layer_met3.png
Scale bar: 50 um.
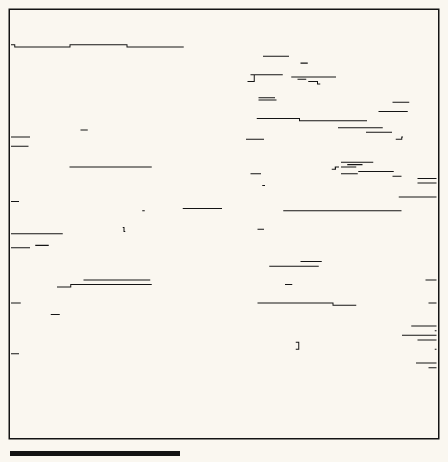
wires.png
Scale bar: 50 um.
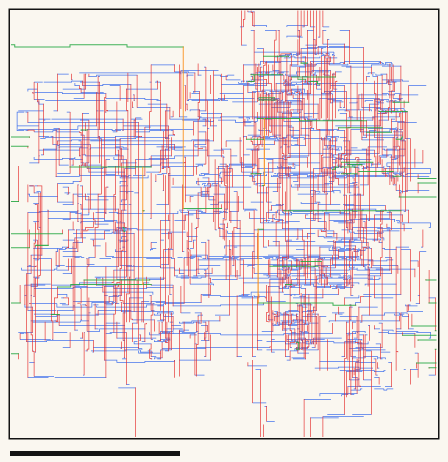
placement.png
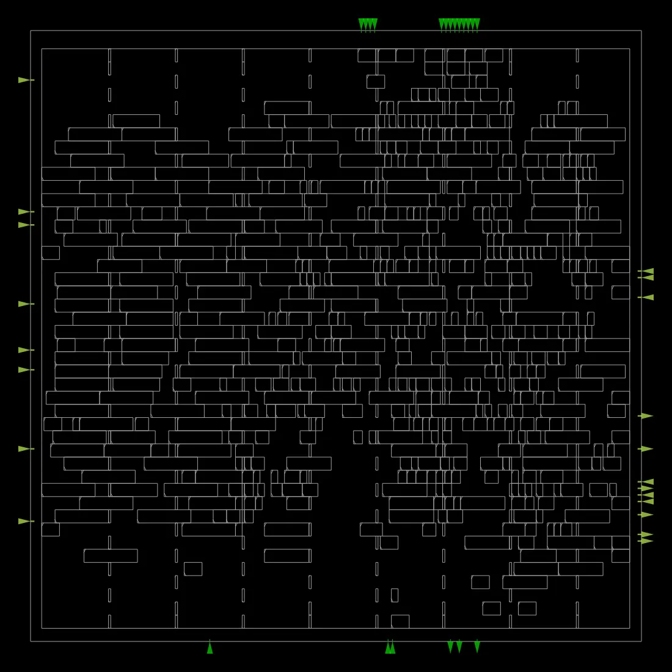
sizes.png
Scale bar: 50 um.
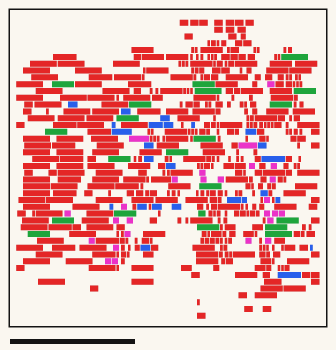
`config.mk`:
```
export PLATFORM = sky130hd
export DESIGN_NAME = uart_tx_fifo
export DESIGN_NICKNAME = d
export VERILOG_FILES = /design/src/rtl/uart_pkg.sv /design/src/rtl/sync_fifo.sv /design/src/rtl/uart_tx_fifo.sv
export SDC_FILE = /design/constraint.sdc
export NUM_CORES = 1
export LEC_CHECK = 0
export ABC_AREA = 0
export CORE_MARGIN = 2
export CORE_UTILIZATION = 40
export DETAILED_ROUTE_END_ITERATION = 12
export SKIP_LAST_GASP = 1
export SLEW_MARGIN = 20
export SYNTH_ARGS = -nofsm -noshare
export SYNTH_HDL_FRONTEND = slang
export SYNTH_SLANG_ARGS = --single-unit
```
`constraint.sdc`:
```
create_clock -name CLK -period 3.7 [get_ports CLK]
set_clock_uncertainty 0.15 [all_clocks]
set_input_delay 1.11 -clock CLK [delete_from_list [all_inputs] [get_ports CLK]]
set_output_delay 1.11 -clock CLK [all_outputs]
set_load 0.005 [all_outputs]
```
`src/rtl/uart_pkg.sv`:
```
// Shared state encoding, parity codes and STATUS bit positions for uart_tx_fifo.
package uart_pkg;

  typedef enum logic [2:0] {
    ST_IDLE   = 3'd0,
    ST_START  = 3'd1,
    ST_DATA   = 3'd2,
    ST_PARITY = 3'd3,
    ST_STOP   = 3'd4
  } tx_state_t;

  localparam logic [1:0] PAR_NONE     = 2'b00;
  localparam logic [1:0] PAR_EVEN     = 2'b01;
  localparam logic [1:0] PAR_ODD      = 2'b10;
  localparam logic [1:0] PAR_NONE_ALT = 2'b11;

  localparam int STAT_BUSY      = 0;
  localparam int STAT_FULL      = 1;
  localparam int STAT_EMPTY     = 2;
  localparam int STAT_OVF       = 3;
  localparam int STAT_LEVEL_LSB = 4;

  // The STATUS level field is only four bits wide, so larger counts pin at 15.
  function automatic logic [3:0] sat_level(input int n);
    return (n > 15) ? 4'd15 : 4'(n);
  endfunction

endpackage

```
`src/rtl/sync_fifo.sv`:
```
// Synchronous FIFO with level tracking and push-while-full overflow detection.
// The *_next outputs describe the state after the current edge so the parent can register them.
module sync_fifo #(
  parameter int WIDTH = 8,
  parameter int DEPTH = 8
) (
  input  logic                    clk,
  input  logic                    rst,
  input  logic                    push,
  input  logic                    pop,
  input  logic                    clr_ovf,
  input  logic [WIDTH-1:0]        din,
  output logic [WIDTH-1:0]        dout,
  output logic                    empty,
  output logic [$clog2(DEPTH):0]  level_next,
  output logic                    full_next,
  output logic                    empty_next,
  output logic                    ovf_next
);
  localparam int AW = $clog2(DEPTH);
  localparam int CW = AW + 1;

  logic [WIDTH-1:0] mem [DEPTH];
  logic [AW-1:0]    wr_ptr, rd_ptr;
  logic [CW-1:0]    count;
  logic             full, ovf_q, do_push, do_pop;

  assign full    = (count == CW'(DEPTH));
  assign empty   = (count == '0);
  assign do_push = push & ~full;
  assign do_pop  = pop & ~empty;
  assign dout    = mem[rd_ptr];

  // A push into a full FIFO is dropped even when a pop frees a slot that same cycle.
  assign level_next = count + CW'(do_push) - CW'(do_pop);
  assign full_next  = (level_next == CW'(DEPTH));
  assign empty_next = (level_next == '0);
  assign ovf_next   = (push & full) | (ovf_q & ~clr_ovf);

  always_ff @(posedge clk) begin
    if (do_push) mem[wr_ptr] <= din;
  end

  always_ff @(posedge clk or posedge rst) begin
    if (rst) begin
      wr_ptr <= '0;
      rd_ptr <= '0;
      count  <= '0;
      ovf_q  <= 1'b0;
    end else begin
      if (do_push) wr_ptr <= wr_ptr + AW'(1);
      if (do_pop)  rd_ptr <= rd_ptr + AW'(1);
      count <= level_next;
      ovf_q <= ovf_next;
    end
  end

endmodule

```
`src/rtl/uart_tx_fifo.sv`:
```
// UART transmitter fed by an internal FIFO; frames go out back-to-back on LINE_OUT.
// Optional line-break support is enabled with the UART_TX_BREAK_EN macro.
module uart_tx_fifo
  import uart_pkg::*;
#(
  parameter int DATA_W    = 8,
  parameter int DEPTH     = 8,
  parameter int STOP_BITS = 1
) (
  input  logic              CLK,
  input  logic              RST,
`ifdef UART_TX_BREAK_EN
  input  logic              BREAK,
`endif
  input  logic [DATA_W-1:0] DATA,
  input  logic              WR,
  input  logic [15:0]       BAUD_DIV,
  input  logic [1:0]        PARITY_MODE,
  input  logic              CLR_OVF,
  output logic [7:0]        STATUS,
  output logic              LINE_OUT
);
  localparam int CW = $clog2(DEPTH) + 1;

  tx_state_t         state, state_n;
  logic [15:0]       timer, timer_n, div_q, div_n, baud_eff;
  logic [3:0]        bit_cnt, bit_cnt_n;
  logic [DATA_W-1:0] shift, shift_n, fifo_dout;
  logic              par_en, par_en_n, par_bit, par_bit_n;
  logic              pop, hold, brk_active, brk_busy_n, last_stop;
  logic              fifo_empty, fifo_full_n, fifo_empty_n, fifo_ovf_n;
  logic [CW-1:0]     fifo_level_n;
  logic [7:0]        status_q, status_n;

  assign baud_eff  = (BAUD_DIV == 16'd0) ? 16'd1 : BAUD_DIV;
  assign last_stop = (state == ST_STOP) && (timer == 16'd1) && (bit_cnt == 4'(STOP_BITS - 1));

  sync_fifo #(.WIDTH(DATA_W), .DEPTH(DEPTH)) u_fifo (
    .clk        (CLK),
    .rst        (RST),
    .push       (WR),
    .pop        (pop),
    .clr_ovf    (CLR_OVF),
    .din        (DATA),
    .dout       (fifo_dout),
    .empty      (fifo_empty),
    .level_next (fifo_level_n),
    .full_next  (fifo_full_n),
    .empty_next (fifo_empty_n),
    .ovf_next   (fifo_ovf_n)
  );

  // Frame sequencing; divisor and parity mode are captured at pop so mid-frame changes wait.
  always_comb begin
    state_n   = state;
    timer_n   = timer;
    div_n     = div_q;
    bit_cnt_n = bit_cnt;
    shift_n   = shift;
    par_en_n  = par_en;
    par_bit_n = par_bit;
    pop       = 1'b0;
    if (state == ST_IDLE || last_stop) begin
      if (last_stop) begin
        state_n   = ST_IDLE;
        timer_n   = '0;
        bit_cnt_n = '0;
      end
      if (!fifo_empty && !hold) begin
        pop       = 1'b1;
        state_n   = ST_START;
        shift_n   = fifo_dout;
        div_n     = baud_eff;
        timer_n   = baud_eff;
        bit_cnt_n = '0;
        par_en_n  = (PARITY_MODE == PAR_EVEN) || (PARITY_MODE == PAR_ODD);
        par_bit_n = (^fifo_dout) ^ (PARITY_MODE == PAR_ODD);
      end
    end else if (timer != 16'd1) begin
      timer_n = timer - 16'd1;
    end else begin
      timer_n = div_q;
      case (state)
        ST_START: begin
          state_n   = ST_DATA;
          bit_cnt_n = '0;
        end
        ST_DATA: begin
          shift_n = shift >> 1;
          if (bit_cnt == 4'(DATA_W - 1)) begin
            bit_cnt_n = '0;
            state_n   = par_en ? ST_PARITY : ST_STOP;
          end else begin
            bit_cnt_n = bit_cnt + 4'd1;
          end
        end
        ST_PARITY: begin
          state_n   = ST_STOP;
          bit_cnt_n = '0;
        end
        ST_STOP:  bit_cnt_n = bit_cnt + 4'd1;
        default:  state_n = ST_IDLE;
      endcase
    end
  end

  always_comb begin
    LINE_OUT = 1'b1;
    case (state)
      ST_IDLE:   LINE_OUT = ~brk_active;
      ST_START:  LINE_OUT = 1'b0;
      ST_DATA:   LINE_OUT = shift[0];
      ST_PARITY: LINE_OUT = par_bit;
      default:   LINE_OUT = 1'b1;
    endcase
  end

  // STATUS is built from next-cycle values so the register lines up with the state it reports.
  always_comb begin
    status_n = '0;
    status_n[STAT_BUSY]  = (state_n != ST_IDLE) | brk_busy_n;
    status_n[STAT_FULL]  = fifo_full_n;
    status_n[STAT_EMPTY] = fifo_empty_n;
    status_n[STAT_OVF]   = fifo_ovf_n;
    status_n[STAT_LEVEL_LSB +: 4] = sat_level(int'(fifo_level_n));
  end

  always_ff @(posedge CLK or posedge RST) begin
    if (RST) begin
      state    <= ST_IDLE;
      timer    <= '0;
      div_q    <= 16'd1;
      bit_cnt  <= '0;
      shift    <= '0;
      par_en   <= 1'b0;
      par_bit  <= 1'b0;
      status_q <= 8'b0000_0100;
    end else begin
      state    <= state_n;
      timer    <= timer_n;
      div_q    <= div_n;
      bit_cnt  <= bit_cnt_n;
      shift    <= shift_n;
      par_en   <= par_en_n;
      par_bit  <= par_bit_n;
      status_q <= status_n;
    end
  end

  assign STATUS = status_q;

`ifdef UART_TX_BREAK_EN
  logic        brk_active_n;
  logic [15:0] guard, guard_n;

  // After a break is released the line idles high for a full bit time before any start bit.
  always_comb begin
    brk_active_n = brk_active;
    guard_n      = guard;
    if (guard != 16'd0) guard_n = guard - 16'd1;
    if (brk_active && !BREAK) begin
      brk_active_n = 1'b0;
      guard_n      = baud_eff;
    end else if (BREAK && state == ST_IDLE) begin
      brk_active_n = 1'b1;
    end
  end

  always_ff @(posedge CLK or posedge RST) begin
    if (RST) begin
      brk_active <= 1'b0;
      guard      <= '0;
    end else begin
      brk_active <= brk_active_n;
      guard      <= guard_n;
    end
  end

  assign hold       = BREAK | brk_active | (guard != 16'd0);
  assign brk_busy_n = brk_active_n;
`else
  assign brk_active = 1'b0;
  assign hold       = 1'b0;
  assign brk_busy_n = 1'b0;
`endif

endmodule
```
==> COMMIT_EDITMSG <==
Log flow metrics for this revision

- 39 I/O pins were placed.
* Area-dominant cell class after layout: registers
* Final nets: 583
- Group with the largest share of power: registers
* Outcome: complete, no violations
- Of the total standard cell area in the layout, the multi-input combinational portion is 31.7%.
- In this run, power in combinational logic comes to 0.996 mW.
* Unrepaired setup endpoints after global routing: no
* Pre-Repair DR Iteration Count: 4
* Most frequently used cell type in the post-synthesis netlist: sky130_fd_sc_hd__nand2_1
- Among all flip-flop cells after synthesis, the most frequent one is sky130_fd_sc_hd__edfxtp_1.
* Remaining DRCs: 0
- Portion of the layout cell area used by non-clock buffers: 7.46%
- Non-CTS inverters: 20
* OpenROAD warning count: 29
- Placed wire-length estimate: 8670 um
* Xor/xnor cell area share of the yosys netlist: 3.73%
* CTS root buffer: sky130_fd_sc_hd__clkbuf_16
- Congestion Overflow GR: 0
- Minimum clock period after layout: 3.33 ns
* Reg2Reg Capture Point: STATUS[1]
* Start point of the worst hold path: div_q[1]
- The vertical die dimension reported for this design is 126 um.
- Clock slew at the register clock pins of the worst setup and hold paths: 0.05 ns
* Internal: 3.31 mW
- The initialized floorplan defines 44 standard-cell rows.
- The timing report shows the most common cell along the critical path to be sky130_fd_sc_hd__inv_1.
* Worst hold path class: reg2reg
- Total cell area reported by yosys after synthesis: 0.00597 mm^2
- Counting every instance in the synthesized netlist gives 480.
- The number of buffers and inverters on the critical path is 4.
About layer_met3.png:
wire length on this layer = 495 um
longest straight run = 34.5 um

About wires.png:
red -> metal 2  # wire length 6,400 um
blue -> metal 1  # wire length 5,720 um
orange -> metal 4  # wire length 124 um
green -> metal 3  # wire length 495 um

About placement.png:
tap cells: 184
Seq cells: 127

About sizes.png:
blue -> _2 cells  # cells 25
green -> _6 and larger  # cells 21
magenta -> _3 and _4 cells  # cells 26
red -> _0 and _1 cells  # cells 479

[routing by layer]
metal | up-vias | track usage (%) | wire (um)
met5 | - | 0 | 0
met4 | 0 | 5.49 | 123
met3 | 9 | 4.72 | 494
met2 | 101 | 28.1 | 6400
met1 | 1956 | 21.4 | 5720
li1 | 1864 | - | -
[worst max-delay path by stage]
| stage | to | from | slack, ns | depth (start not counted) |
|---|---|---|---|---|
| 2_1_floorplan | STATUS[1] | timer[2] | 0.30 | 14 |
| 3_3_place_gp | STATUS[1] | WR | 0.45 | 8 |
| 3_5_place_dp | STATUS[1] | WR | 0.36 | 8 |
| 4_1_cts | STATUS[1] | timer[9] | 0.36 | 13 |
| 5_1_grt | STATUS[1] | timer[9] | 0.18 | 13 |
| 6_report | STATUS[1] | timer[9] | 0.37 | 13 |
[cell usage in the layout (no fill, tap or decap), types with 11 or more instances in the layout]
master and instances:
sky130_fd_sc_hd__mux4_1 15, sky130_fd_sc_hd__o21ai_0 13, sky130_fd_sc_hd__clkdlybuf4s50_1 38, sky130_fd_sc_hd__ha_1 13, sky130_fd_sc_hd__mux2_2 11, sky130_fd_sc_hd__nand3_1 19, sky130_fd_sc_hd__inv_1 19, sky130_fd_sc_hd__clkbuf_16 17
sky130_fd_sc_hd__nand2_1 89, sky130_fd_sc_hd__buf_4 21, sky130_fd_sc_hd__edfxtp_1 64, sky130_fd_sc_hd__nor2_1 35, sky130_fd_sc_hd__xnor2_1 11, sky130_fd_sc_hd__dfrtp_1 61
[stage by stage]
step           hold slack, ns  power (mW)  std cells
6_report                0.323        4.57        735
5_1_grt                 0.343        4.80        735
4_1_cts                 0.327        4.62        735
3_5_place_dp            0.314        2.97        704
3_3_place_gp            0.308        2.92        704
2_1_floorplan           0.296        2.61        480
Power and IR drop assume default switching activity.
